<file path="config.mk">
export PLATFORM = sky130hd
export DESIGN_NAME = cosim_reset_sequencer
export DESIGN_NICKNAME = d
export VERILOG_FILES = /design/src/rtl/cosim_ctrl_pkg.sv /design/src/rtl/cosim_watchdog_counter.sv /design/src/rtl/cosim_reset_sequencer.sv
export SDC_FILE = /design/constraint.sdc
export NUM_CORES = 1
export LEC_CHECK = 0
export ABC_AREA = 1
export CORE_MARGIN = 1.5
export CORE_UTILIZATION = 55
export DETAILED_ROUTE_END_ITERATION = 7
export PLACE_DENSITY = 0.74
export SETUP_SLACK_MARGIN = 0.1
export SLEW_MARGIN = 10
export SYNTH_ARGS = -nofsm -noshare
export SYNTH_HDL_FRONTEND = slang
export SYNTH_SLANG_ARGS = --single-unit
</file>
<file path="constraint.sdc">
create_clock -name clock -period 6.3 [get_ports clock]
set_clock_uncertainty 0.15 [all_clocks]
set_input_delay 1.26 -clock clock [delete_from_list [all_inputs] [get_ports clock]]
set_output_delay 1.26 -clock clock [all_outputs]
set_load 0.03 [all_outputs]
</file>
<file path="src/rtl/cosim_ctrl_pkg.sv">
// Shared types for the cosim reset/control block.
//   state_e : sequencer states (HOLD, RUN, DRAIN, DONE, FAULT)
//   fault_e : fault codes reported on fault_code (first fault wins)
//   FAULT_W : width of the fault code
package cosim_ctrl_pkg;

  localparam int FAULT_W = 2;

  typedef enum logic [2:0] {
    HOLD,
    RUN,
    DRAIN,
    DONE,
    FAULT
  } state_e;

  typedef enum logic [FAULT_W-1:0] {
    FAULT_NONE  = 2'b00,
    FAULT_WDOG  = 2'b01,
    FAULT_DRAIN = 2'b10,
    FAULT_EXT   = 2'b11
  } fault_e;

endpackage

</file>
<file path="src/rtl/cosim_watchdog_counter.sv">
// Saturating commit-interval counter.
//   clock, reset : clock and asynchronous active-low reset
//   enable       : count this cycle
//   clear        : kick; forces the count back to zero (wins over enable)
//   limit        : expiry threshold, 0 disables expiry
//   expired      : the count reaches limit on the coming edge
module cosim_watchdog_counter #(
  parameter int unsigned TIMEOUT_W = 32
) (
  input  logic                 clock,
  input  logic                 reset,
  input  logic                 enable,
  input  logic                 clear,
  input  logic [TIMEOUT_W-1:0] limit,
  output logic                 expired
);

  localparam logic [TIMEOUT_W-1:0] ONE = {{(TIMEOUT_W-1){1'b0}}, 1'b1};

  logic [TIMEOUT_W-1:0] count;
  logic [TIMEOUT_W-1:0] count_nxt;

  always_comb begin
    count_nxt = count;
    if (clear) begin
      count_nxt = '0;
    end else if (enable && !(&count)) begin
      count_nxt = count + ONE;
    end
  end

  always_ff @(posedge clock or negedge reset) begin
    if (!reset) begin
      count <= '0;
    end else begin
      count <= count_nxt;
    end
  end

  // Expiry is judged on the value this edge produces, so the controller
  // leaves RUN on the very edge the count reaches the limit.
  assign expired = (limit != '0) && (count_nxt == limit);

endmodule

</file>
<file path="src/rtl/cosim_reset_sequencer.sv">
// Cosim clock/reset sequencer: staggered per-domain reset release with an
// init window, commit watchdog, drain-until-idle end of simulation.
//   clock, reset   : free-running clock, asynchronous active-low hard reset
//   commit         : instruction-commit pulse, kicks the watchdog
//   done_req       : stimulus finished pulse
//   error_req      : external error pulse
//   soft_reset_req : restart the release sequence (ignored in FAULT)
//   idle           : per-domain idle
//   timeout_limit  : max cycles between commits, 0 disables
//   domain_reset   : active-high reset per domain
//   init_flag      : high during the init window
//   running        : high in RUN or DRAIN
//   finish/fatal   : sticky clean completion / sticky error
//   fault_code     : first fault seen (see cosim_ctrl_pkg::fault_e)
//   cycle_count    : saturating cycles since hard reset
module cosim_reset_sequencer
  import cosim_ctrl_pkg::*;
#(
  parameter int unsigned NUM_DOMAINS  = 2,
  parameter int unsigned RESET_CYCLES = 5,
  parameter int unsigned INIT_CYCLES  = 1,
  parameter int unsigned STAGGER      = 2,
  parameter int unsigned TIMEOUT_W    = 32,
  parameter int unsigned DRAIN_LIMIT  = 1000
) (
  input  logic                   clock,
  input  logic                   reset,
  input  logic                   commit,
  input  logic                   done_req,
  input  logic                   error_req,
  input  logic                   soft_reset_req,
  input  logic [NUM_DOMAINS-1:0] idle,
  input  logic [TIMEOUT_W-1:0]   timeout_limit,
  output logic [NUM_DOMAINS-1:0] domain_reset,
  output logic                   init_flag,
  output logic                   running,
  output logic                   finish,
  output logic                   fatal,
  output logic [FAULT_W-1:0]     fault_code,
  output logic [63:0]            cycle_count
);

  // Phase value at which the last domain leaves reset and RUN begins.
  localparam int unsigned LAST_EDGE = RESET_CYCLES + (NUM_DOMAINS - 1) * STAGGER;

  state_e      state;
  logic [31:0] phase;
  logic [31:0] phase_nxt;
  logic [31:0] drain_cnt;
  logic [31:0] drain_nxt;
  logic        wdog_active;
  logic        wdog_expired;

  function automatic logic [31:0] release_edge(input int unsigned d);
    return RESET_CYCLES + d * STAGGER;
  endfunction

  assign phase_nxt   = phase + 32'd1;
  assign drain_nxt   = drain_cnt + 32'd1;
  assign wdog_active = (state == RUN) || (state == DRAIN);

  // Held cleared outside RUN/DRAIN, which also gives the clear on RUN entry.
  cosim_watchdog_counter #(
    .TIMEOUT_W (TIMEOUT_W)
  ) u_wdog (
    .clock   (clock),
    .reset   (reset),
    .enable  (wdog_active),
    .clear   (commit || !wdog_active),
    .limit   (timeout_limit),
    .expired (wdog_expired)
  );

  always_ff @(posedge clock or negedge reset) begin
    if (!reset) begin
      state        <= HOLD;
      phase        <= '0;
      drain_cnt    <= '0;
      domain_reset <= '1;
      init_flag    <= 1'b1;
      running      <= 1'b0;
      finish       <= 1'b0;
      fatal        <= 1'b0;
      fault_code   <= FAULT_NONE;
      cycle_count  <= '0;
    end else begin
      if (!(&cycle_count)) begin
        cycle_count <= cycle_count + 64'd1;
      end

      if (soft_reset_req && (state != FAULT)) begin
        state        <= HOLD;
        phase        <= '0;
        domain_reset <= '1;
        init_flag    <= 1'b1;
        finish       <= 1'b0;
        running      <= 1'b0;
      end else begin
        unique case (state)
          HOLD: begin
            phase     <= phase_nxt;
            init_flag <= (phase_nxt < INIT_CYCLES);
            for (int unsigned i = 0; i < NUM_DOMAINS; i++) begin
              domain_reset[i] <= (phase_nxt < release_edge(i));
            end
            if (phase_nxt == LAST_EDGE) begin
              state   <= RUN;
              running <= 1'b1;
            end
          end
          RUN: begin
            if (error_req) begin
              state      <= FAULT;
              fatal      <= 1'b1;
              running    <= 1'b0;
              fault_code <= FAULT_EXT;
            end else if (wdog_expired) begin
              state      <= FAULT;
              fatal      <= 1'b1;
              running    <= 1'b0;
              fault_code <= FAULT_WDOG;
            end else if (done_req) begin
              state     <= DRAIN;
              drain_cnt <= '0;
            end
          end
          DRAIN: begin
            if (error_req) begin
              state      <= FAULT;
              fatal      <= 1'b1;
              running    <= 1'b0;
              fault_code <= FAULT_EXT;
            end else if (wdog_expired) begin
              state      <= FAULT;
              fatal      <= 1'b1;
              running    <= 1'b0;
              fault_code <= FAULT_WDOG;
            end else if (!(&idle) && (drain_nxt == DRAIN_LIMIT)) begin
              state      <= FAULT;
              fatal      <= 1'b1;
              running    <= 1'b0;
              fault_code <= FAULT_DRAIN;
            end else if (&idle) begin
              state   <= DONE;
              finish  <= 1'b1;
              running <= 1'b0;
            end else begin
              drain_cnt <= drain_nxt;
            end
          end
          // DONE and FAULT are terminal until a soft (DONE) or hard reset;
          // domain_reset is left untouched so DUT state survives for debug.
          DONE:  state <= DONE;
          FAULT: state <= FAULT;
          default: state <= FAULT;
        endcase
      end
    end
  end

endmodule
</file>
Fig. 1: run 1, cells by drive strength
Bar = 50 um.
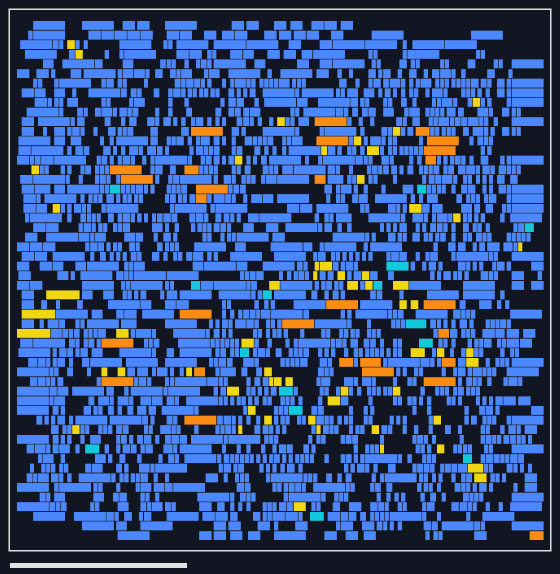
Key: orange = drive 6 and up [cells 28, share 1.4%, most used clkbuf_16]; yellow = drive 2 [cells 59, share 3.0%, most used nor2_2]; cyan = drive 3 to 4 [cells 15, share 0.75%, most used buf_4]; blue = drive 1 or less [cells 1,892, share 95%, most used nand2_1]
Plain + repair buffers: 118
setup ws final: 1540 ps
area growth from synthesis to layout: 15.4%
design area: 14,200 sq um

Fig. 2: run 1, the clock network
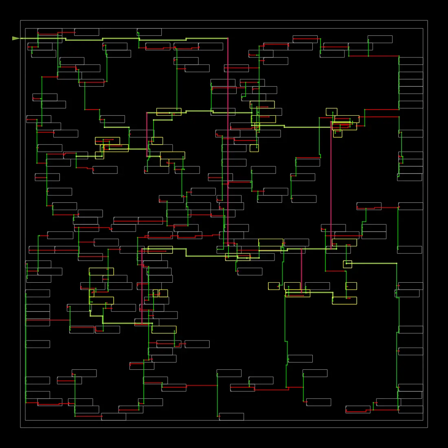
clock latency on the worst-skew pair: 450 ps
flip-flops: 171

Fig. 3: run 1, pin placement
Pins as bars across the die edge, other pins in grey.
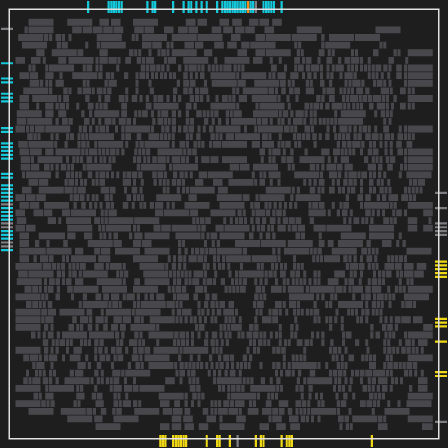
Key: yellow = `timeout_limit` [pins 32, direction input, edge 21 bottom, 11 right]; cyan = `cycle_count` [pins 64, direction output, edge 36 top, 28 left]; orange = `finish` [pins 1, direction output, edge top]

Fig. 4: run 1, clock network drawn from the DEF
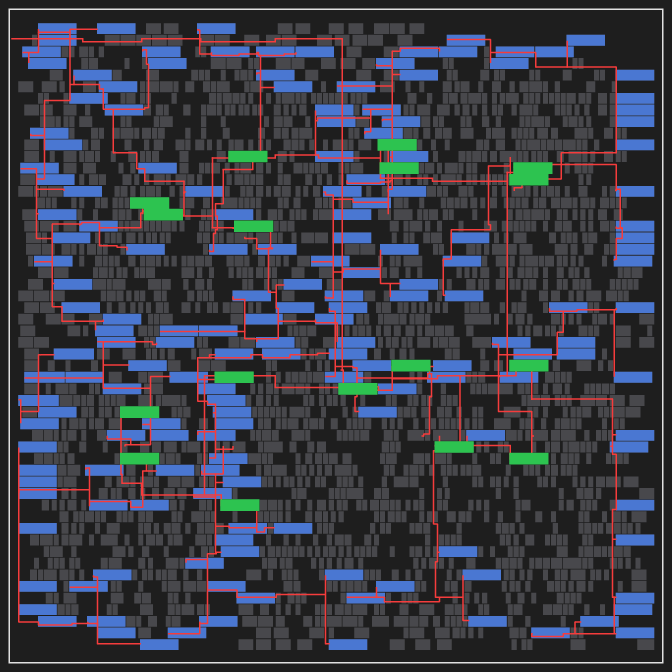
Key: blue = flip-flops [count 171]; red = clock wires [length 2,350 um]; green = cells driving clock nets [count 17]
Position of the flops: all over the die.
clk pwr: 1030 uW
clock share of power: 37.0%

==> metrics.yaml, run 1 <==
die_w_um: 153
met3_length_um: 2310
slowest_stage: "nor2_4"
buffer_area_share_pct: 8.20
regMostFlops: "cycle_count"
grt_util_met1_pct: 42.8
tightest_slew_ps: 920
syn_area_per_cell_sq_um: 6.55
logic_family: "simple AND/OR/NAND/NOR gates"
top_cell_area_share_pct: 34.2
synthCells: 1878
initCoreUtil_pct: 56.2
tns_ps: 0
worst_ir_drop_vdd_mv: 0.173
wl_met2_um: 16200
maxPowerGroup: "sequential cells"
power_density_nw_per_um2: 195
hold_viol_final: 0
p_seq_uw: 1170
cts-root-buf: "clkbuf_16"
cts-htree-levels: 4
worstPathMaxFanout: 38
grt_pass1_wl_um: 58700
via_per_inst: 5.48
core_sq_um: 21900
synthAoiAreaFrac_pct: 2.74
numCtsBuffers: 17
synth.most_common_cell: "nand2_1"
outcome: "finished clean"
final-clk-cell-share_pct: 3.93
crit_path_start: "state[2]"
final_cells: 2274
comb_cells: 1385
drive_gt1_share_pct: 5.12
drtIter0Drc: 959
grt_pass1_vias: 11900
fill_cells: 2060
layout_min_cycle_time_ps: 4760
p_comb_uw: 577
die_area_sq_um: 23300
holdPathEnd: "drain_cnt[31]"
Fig. 5: run 1, M4 wires
Bar = 50 um.
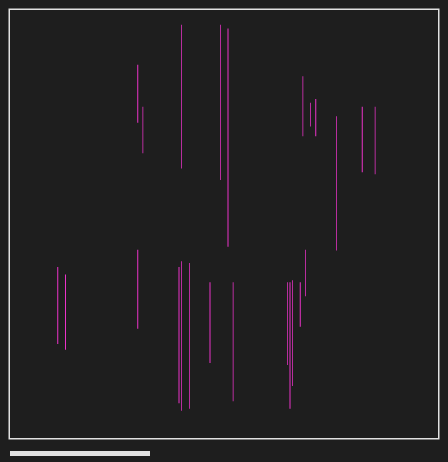

## Run 2: what changed since run 1
clock period = 4.65 ns   (was 6.3 ns; I/O delays follow)
Fig. 6: run 2, M4 wires
Bar = 50 um.
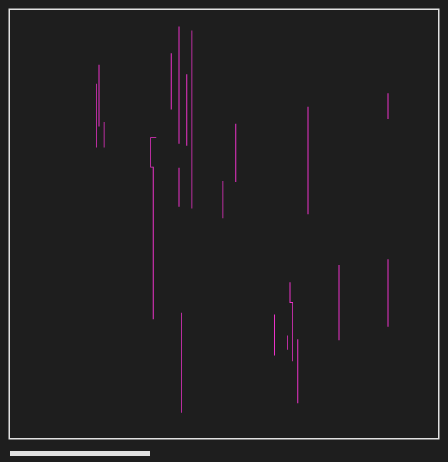
The wires run mostly vertical. The longest straight run is 63.2 um. 16 nets have wire on it. The layer carries 520 um of wire.
total number of vias: 12,500
WL final: 35,700 um

==> run 2 against run 1 <==
  * Via count grew 0.35%
  * Global-route usage fell by 0.15 points
  * Flip-flop count unchanged
  * Critical path type unchanged
  * Synthesized area stayed put
  * Highest routed layer unchanged
  * Non-clock buffer count up 2
  * Sequential power is 35% higher
  * Critical path depth up 2
==> metrics.yaml, run 2 <==
ctsResizeCount: 0
grt_pass1_vias: 11700
fill_cells: 2031
nonClockBufferCount: 120
drv_cap: 0
final-clk-cell-share_pct: 4.29
tns_ps: 0
regMostFlops: "cycle_count"
crit_path_end: "drain_cnt[19]"
synthCells: 1878
logic_family: "simple AND/OR/NAND/NOR gates"
critPathMaxStageDelay_ps: 430
cts-htree-levels: 4
outcome: "finished clean"
fmax_mhz: 257
tool_warnings: 28
met3_length_um: 2270
die_w_um: 153
via_per_inst: 5.50
endpoint_kind: "flop"
crit_path_start: "u_wdog.count[0]"
p_comb_uw: 807
top_cell_area_share_pct: 34.2
buffer_area_share_pct: 8.50
cts-root-buf: "clkbuf_16"
layout_min_cycle_time_ps: 3900
power_density_nw_per_um2: 271
p_switching_uw: 1330
maxPowerGroup: "sequential cells"
worst_ir_drop_vdd_mv: 0.242
core_sq_um: 21900
tightest_slew_ps: 822
die_area_sq_um: 23300
drtIter0Drc: 1002
synth.most_common_cell: "nand2_1"
wl_met2_um: 16400
drive_gt1_share_pct: 5.26
grt_util_met1_pct: 43.0
holdPathEnd: "drain_cnt[31]"
comb_cells: 1385
finalWorstSetupSlack_ps: 752
numCtsBuffers: 17
yosys_most_used_dff: "dfrtp_1"
seq_cell_count: 171
grt_pass1_wl_um: 58600
final_cells: 2276
initCoreUtil_pct: 56.2
synthAoiAreaFrac_pct: 2.74
hold_viol_final: 0
p_seq_uw: 1580
worstPathMaxFanout: 40
critical_path_class: "reg2reg"
syn_area_per_cell_sq_um: 6.55
antenna_found_initial: 0
clkPwrFrac_pct: 38.4
design_area_sq_um: 14300
slowest_stage: "dfrtp_1"
Fig. 7: run 2, clock network drawn from the DEF
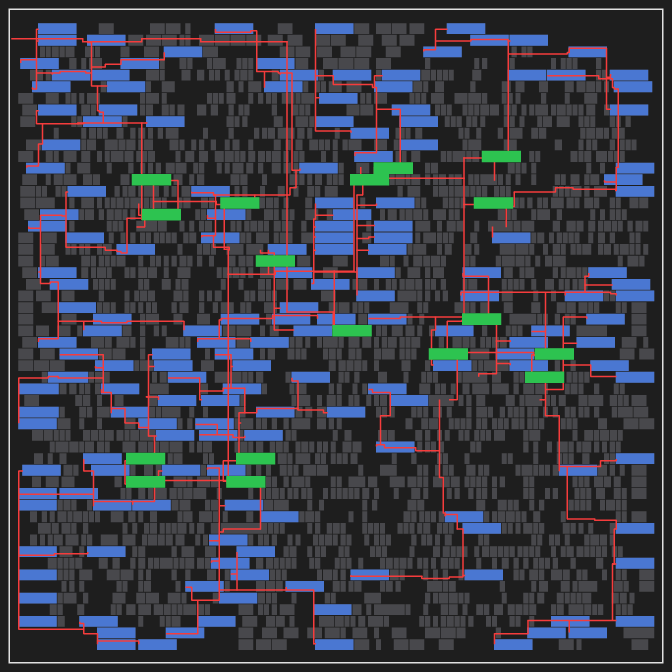
Key: red = clock wires [length 2,310 um]; blue = flip-flops [count 171]; green = cells driving clock nets [count 17]
There are 18 routed clock nets. Position of the flops: all over the die.
clk pwr: 1490 uW
clock latency on the worst-skew pair: 440 ps

Fig. 8: run 2, the clock network
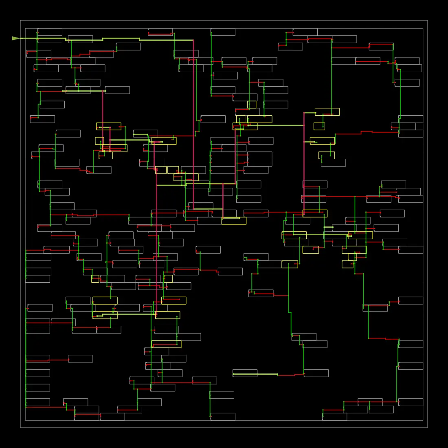

## Run 3: what changed since run 2
clock period = 3.95 ns   (was 4.65 ns; I/O delays follow)
Fig. 9: run 3, the clock network
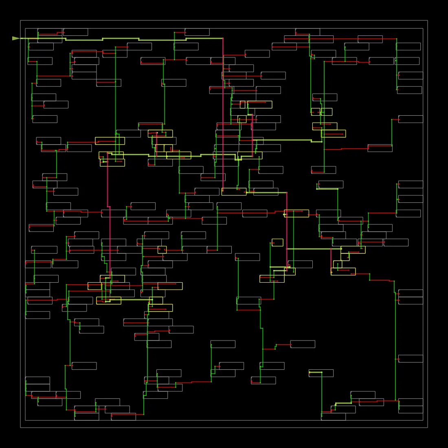
CTS sink cnt: 171
clock latency on the worst-skew pair: 430 ps
clk pwr: 1690 uW
CLK BUF: 19

Fig. 10: run 3, pin placement
Pins as bars across the die edge, other pins in grey.
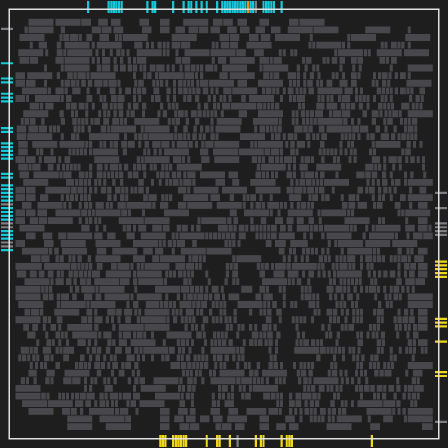
Key: yellow = `timeout_limit` [pins 32, direction input, edge 21 bottom, 11 right]; cyan = `cycle_count` [pins 64, direction output, edge 36 top, 28 left]; orange = `finish` [pins 1, direction output, edge top]
All pins by edge: 38 top, 34 left, 22 bottom, 18 right.
port bufs: 111
Die Width: 153 um
Die Ht: 153 um

==> run 3 against run 2 <==
  * Die area unchanged
  * Power up 16%
  * Non-clock buffer count up 4
  * Utilization about the same
  * Via count down 0.42%
  * Fmax up 11%
  * Critical path depth down 1
  * Critical path type unchanged
  * Largest power group unchanged
==> metrics.yaml, run 3 <==
outcome: "finished clean"
critical_path_class: "reg2reg"
drv_cap: 0
finalWorstSetupSlack_ps: 437
drtIter0Drc: 1016
p_seq_uw: 1870
top_area_cell: "dfrtp_1"
fin_nets: 2033
core_sq_um: 21900
initCoreUtil_pct: 56.2
slowest_stage: "dfrtp_1"
grt_pass1_wl_um: 58000
synthAoiAreaFrac_pct: 2.74
logic_family: "simple AND/OR/NAND/NOR gates"
crit_path_start: "u_wdog.count[0]"
seq_cell_count: 171
die_area_sq_um: 23300
tightest_slew_ps: 822
drive_gt1_share_pct: 5.40
final_cells: 2279
max_slew_margin_pct: 45.1
cts_buffer_depth: 2
endpoint_kind: "flop"
top_cell_area_share_pct: 34.2
regMostFlops: "cycle_count"
crit_path_end: "drain_cnt[7]"
synthCells: 1878
synth.most_common_cell: "nand2_1"
numCtsBuffers: 17
buffer_area_share_pct: 8.63
wl_met2_um: 16100
hold_viol_final: 0
wirelength_um: 35500
cts_tree: "done"
critPathMaxStageDelay_ps: 410
fill_cells: 2052
antenna_found_initial: 0
tool_warnings: 28
p_comb_uw: 947
p_switching_uw: 1510
comb_cells: 1385
final-clk-cell-share_pct: 4.07
ys_types: 44
clkPwrFrac_pct: 37.6
synthesis.nets: 1924
cts-hold-fix-buffers: 0
layout_min_cycle_time_ps: 3510
grt_pass1_vias: 11700
ctsResizeCount: 0
worst_ir_drop_vdd_mv: 0.250
power_density_nw_per_um2: 315
fmax_mhz: 285
syn2layout_area_growth_pct: 16.2
nonClockBufferCount: 124
yosys_most_used_dff: "dfrtp_1"
routed-via-count: 12500
via_per_inst: 5.47
syn_area_per_cell_sq_um: 6.55
tns_ps: 0
grt_util_met1_pct: 42.3
Power and IR drop assume default switching activity.
